Zoomed window:
Bar = 20 um. Region (154, 225) to (204, 275) um. Cells in grey, sequential cells in the stronger grey; small squares are vias.
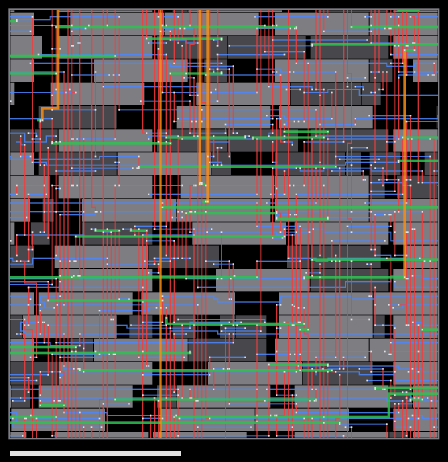
Clock wiring as the flow saved it:
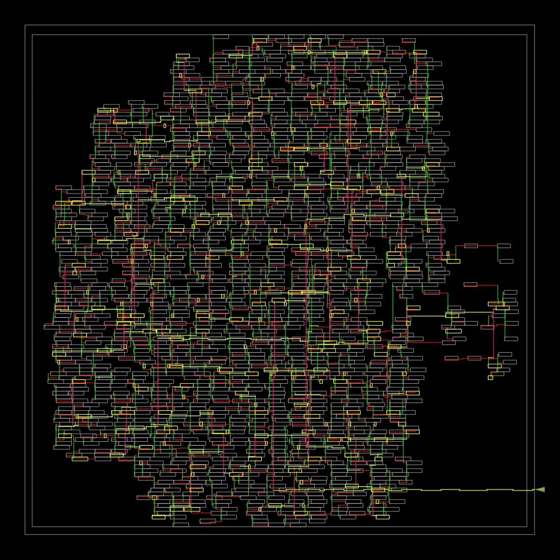
Ports around the boundary:
Bar = 100 um. Pins as bars across the die edge, other pins in grey.
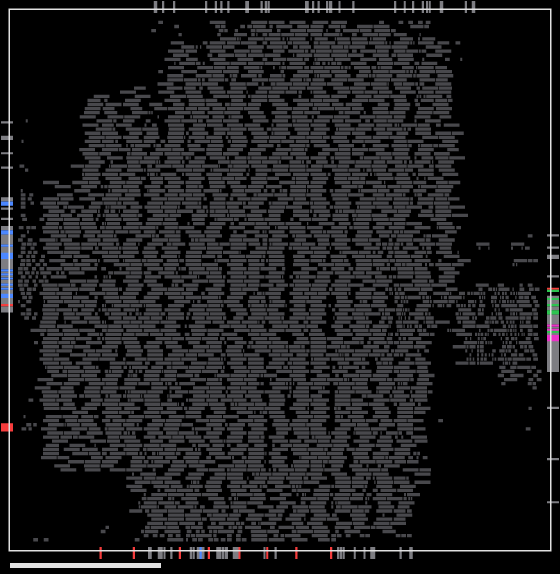
Where the registers sit:
Bar = 100 um.
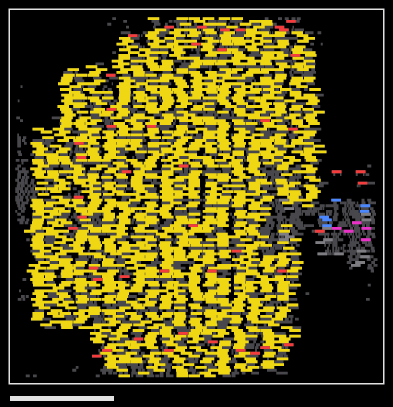
==> config.mk <==
export PLATFORM = sky130hd
export DESIGN_NAME = bus_trace_card
export DESIGN_NICKNAME = d
export VERILOG_FILES = /design/src/rtl/bus_trace_card.sv
export SDC_FILE = /design/constraint.sdc
export NUM_CORES = 1
export LEC_CHECK = 0
export CORE_MARGIN = 5
export CORE_UTILIZATION = 50
export DETAILED_ROUTE_END_ITERATION = 6
export PLACE_DENSITY = 0.76
export SLEW_MARGIN = 20
export SYNTH_ARGS = -nofsm -noshare
export SYNTH_HDL_FRONTEND = slang
export SYNTH_SLANG_ARGS = --single-unit
==> constraint.sdc <==
create_clock -name clk -period 9 [get_ports clk]
set_clock_uncertainty 0.15 [all_clocks]
set_input_delay 1.8 -clock clk [delete_from_list [all_inputs] [get_ports clk]]
set_output_delay 1.8 -clock clk [all_outputs]
set_load 0.005 [all_outputs]
==> reports/writeup.txt <==
In the layout the commonest cells are edfxtp_1, mux4_2, clkdlybuf4s50_1. Synthesis produced a netlist whose cell count is 2879. Arrival time of data at the critical path endpoint: 5840 ps. The run finished with clean final reports.

The transition time of the tightest slew-check pin came out at 1160 ps. For the normalized max-slew margin, the log shows 0.225. TritonCTS built the clock tree. In the final layout, the fill cell count is 8328. For the total number of placement rows, the log shows 127. Per the detailed-route log, wirelength across all metal layers totals 146000 um. Distinct cell type count after synthesis: 50. The synthesized netlist has a Yosys-reported chip area of 60500 um^2. Kind of cell with the highest combined delay on the critical path: adder cells. According to the floorplan report, the total die area is 128000 um^2. With the number of antenna violations at the first check in global routing at 5, the post-synth tally of flip-flops with integrated enable is 1472.

The post-cts resize count was 0; the number of design rule violations left after detail routing was 0. The run gives 0 as the number of pins with negative max-slew slack in the final report. The clock period could shrink to 5410 ps. With the fraction of final layout cells sized beyond drive strength 1 at 0.218, the largest net degree at the start of global routing is 117.

The final setup violation count is 0, and the first-pass iteration count of the detailed router is 5. In this run the deepest clock path goes through 3 buffers. STA classifies the critical path endpoint as a flop. The run gives 4 for the H-tree level count. The logs give 0 for the Yosys warning count and 16900 um for the wire length on met3.

The fraction of the core area occupied by cells at floorplan is 0.504. Detailed-route iteration 0 reported a violation count of 3830. Across all register-to-register paths, the minimum setup slack is 3590 ps. Once layout is done, the placed cells without fillers occupy 69500 um^2.

Between the synthesized netlist and the finished layout, the area growth was recorded as 14.9%. The via count of the first global-routing pass came out at 30950. The fraction of registers with async set or reset after synthesis is 0.0472, and the peak per-stage delay on the critical path is 1270 ps. Looking at the critical path, the single cell with the biggest stage delay is fa_4. The global placement routability congestion is 0.774. Looking at the clock tree report, the root buffer type is clkbuf_16. With the number of nets in the layout at 3280, the sum of negative setup slack is 0 ps. The number of nets at floorplan is 3025, and the worst-skew pair later-pin latency is 760 ps. The run gives 2879 as the yosys cell count. The hold buffer count at CTS is 0, and the depth of the worst hold-timing path is 2. The routed metal-1 wire length was 54000 um; the average routed wire per standard cell was 30.0 um.

In this run, CTS created clock tree buffers numbering 151. The library cell used most frequently in the layout, excluding fill and tap cells, is edfxtp_1. The required time reported for the critical path endpoint came out at 9420 ps.

Sequential fraction of the synthesis area: 0.761. Kind of start point of the critical path: a flop. For the peak ir drop on the vdd network, the log shows 0.000177 V.

In this run the top signal layer used is met5. Summing internal, switching and leakage power gives 14.8 mW. For this run the aggregate overflow at the end of global routing stands at 0.

Across all layers, the routed design uses 30326 vias. After detailed routing, the met2 layer carries 70200 um of wire. The number of buffers and inverters on the critical path is 3. The mean post-synth cell area was 21.0 um^2.

In this run the cell area measured after placement is 64700 um^2. On the worst setup and hold paths after CTS, the clock-pin slew comes to 60 ps. Setup repair after global routing left no endpoint under its margin.

The critical path crosses 15 cells after its start point. The tools report the overall fraction of global-route tracks in use as 0.229. With the final cycle utilization of the critical path at 0.602, the remaining antenna violation count is 0.

The largest fanout of any net on the critical path came out at 86. By instance count, the cell type seen most on the critical path is inv_1. In this run the cell area of the synthesized design comes to 60500 um^2.

Power spread over the standard cell area amounts to 213 nW/um^2. The number of setup buffers added after CTS is 0. The leakage power in the latest report is 22.3 nW.

The number of warnings reported in the stage logs is 41. The smallest setup slack after layout is 3590 ps, and the worst setup timing slack at the placement stage is 2930 ps. After floorplanning, the core was sized to cover 120000 um^2.

The path class of the tightest hold or removal check is reg -> reg. The run gives 6.23 for the per-cell via count in the routed design. The number of max-capacitance violations reported was 0. The achievable frequency came out at 185 MHz.

Looking at the cell usage after synthesis, the top flip-flop cell is edfxtp_1. Measured in cells, the most critical reg-to-reg path has a length of 15. The synthesized flop and latch total came out at 1545. For reference, the most critical setup path is categorized as reg -> reg. With the detailed placer's ending HPWL at 73100 um, the flip-flop count of the largest register after layout is 1472. 182 I/O pins were placed. The final hold violation count recorded for this run is 0. The clock tree has to reach 1545 sinks.

The first global-routing pass estimated 211000 um of wire. Listed in order, past its start point the critical path passes inv_1, ha_1, nand2_1, or4_1, nor2_1, ha_4, inv_1, fa_4, buf_12, mux4_2, nor2b_1, a211oi_1, a21oi_1, mux2i_1, o21ai_0.
About 'zoomed window':
met3 -> green
met2 -> red
met1 -> blue
met4 -> orange
sequential cells in the window = 42
most frequent = edfxtp_1 (42), mux4_2 (10), clkbuf_16 (8)
cells with their middle in the window = 80

About 'clock wiring as the flow saved it':
Clock Power: 6.19 mW
total of clock buffers placed in the layout: 200

About 'ports around the boundary':
ctrl -> red  # pins 14, direction input, edge 8 bottom, 5 left, 1 right
fill -> green  # pins 6, direction output, edge right
trig_amask -> blue  # pins 16, direction input, edge 15 left, 1 bottom
trig_index -> magenta  # pins 5, direction output, edge right
all pins by edge = 57 left, 47 right, 45 bottom, 33 top
Vert. Die Dim: 358 um
tally of buffers added on design ports: 181
horizontal extent of the die: 358 um

About 'where the registers sit':
trig_index -> magenta  # sequential cells 5, where middle right
fill -> blue  # sequential cells 6, where middle right
rd_data -> red  # sequential cells 46
mem -> yellow  # sequential cells 1472
not coloured = 16
utilization of the core after routing: 0.579
register cell area after layout: 46000 um^2
fraction of area in registers: 0.662
power in sequential cells: 7.90 mW

## metrics by stage
stage | std cells | hold slack, ps
global placement | 4590 | 315
CTS | 4867 | 337
floorplan | 2879 | 323
detailed placement | 4593 | 320
global route | 4868 | 357
finish | 4871 | 334
## cells by family (layout without fill, tap and decap cells)
| kind of cell | Yosys count | count (layout) | share of synthesized area |
|---|---|---|---|
| AND-OR/OR-AND | 310 | 310 | 0.0311 |
| XOR/XNOR | 41 | 41 | 0.00637 |
| adder cells (fa/ha/maj) | 25 | 25 | 0.00530 |
| buffers and inverters | 182 | 558 | 0.0127 |
| flip-flops | 1545 | 1545 | 0.761 |
| multiplexers | 506 | 506 | 0.160 |
| other | 0 | 4 | 0 |
| AND/OR/NAND/NOR | 270 | 270 | 0.0231 |
## metal layers
metal	global-route usage	vias up
li1	-	12424
met1	0.311	15813
met2	0.366	1802
met3	0.0627	285
met4	0.0757	2
met5	0	-
## worst reg2reg max path, delay by kind of cell (launching register included)
family,cells,cell delay (ps)
and+or+nand+nor,4,1040
adders and majority gates,3,1590
DFF,1,510
buffers and inverters,3,720
AOI/OAI and AO/OA,3,560
muxes,2,670
## area by class of cell
cell class / instances / area, um^2 / area share
repair buffers: 260 / 2550 / 0.0367
flip-flops and latches: 1545 / 46000 / 0.662
clock inverters: 74 / 733 / 0.0106
clock buffers: 200 / 4120 / 0.0593
multi-input cells: 1152 / 13900 / 0.201
well taps: 1612 / 2020 / 0.0290
diodes: 4 / 10.0 / 0.000144
inverters: 24 / 90.1 / 0.00130
## Yosys cell counts (all sizes together) (4+ instances only)
library cell | n | area [um^2]
nor2 | 47 | 176
mux2i | 138 | 1380
nand2 | 73 | 282
o21ai | 68 | 340
a211oi | 92 | 691
a22oi | 15 | 113
inv | 23 | 86.3
a21oi | 108 | 541
nand4 | 5 | 31.3
buf | 72 | 358
xnor2 | 10 | 114
edfxtp | 1472 | 44200
nor2b | 93 | 582
a31oi | 6 | 37.5
nor3 | 7 | 35.0
ha | 24 | 300
nand3 | 24 | 120
nor4 | 4 | 55.1
o31ai | 4 | 30.0
dfrtp | 73 | 1830
clkbuf | 86 | 323
xor2 | 31 | 272
mux4 | 368 | 8290
## report_power, final
group | switching (mW) | leakage, nW | internal [mW]
clock network | 2.62 | 2.36 | 3.57
registers | 0.0117 | 14.2 | 7.89
logic | 0.399 | 5.69 | 0.302
total | 3.03 | 22.3 | 11.8
No activity file was given, so power comes from the tool's default toggle rates.
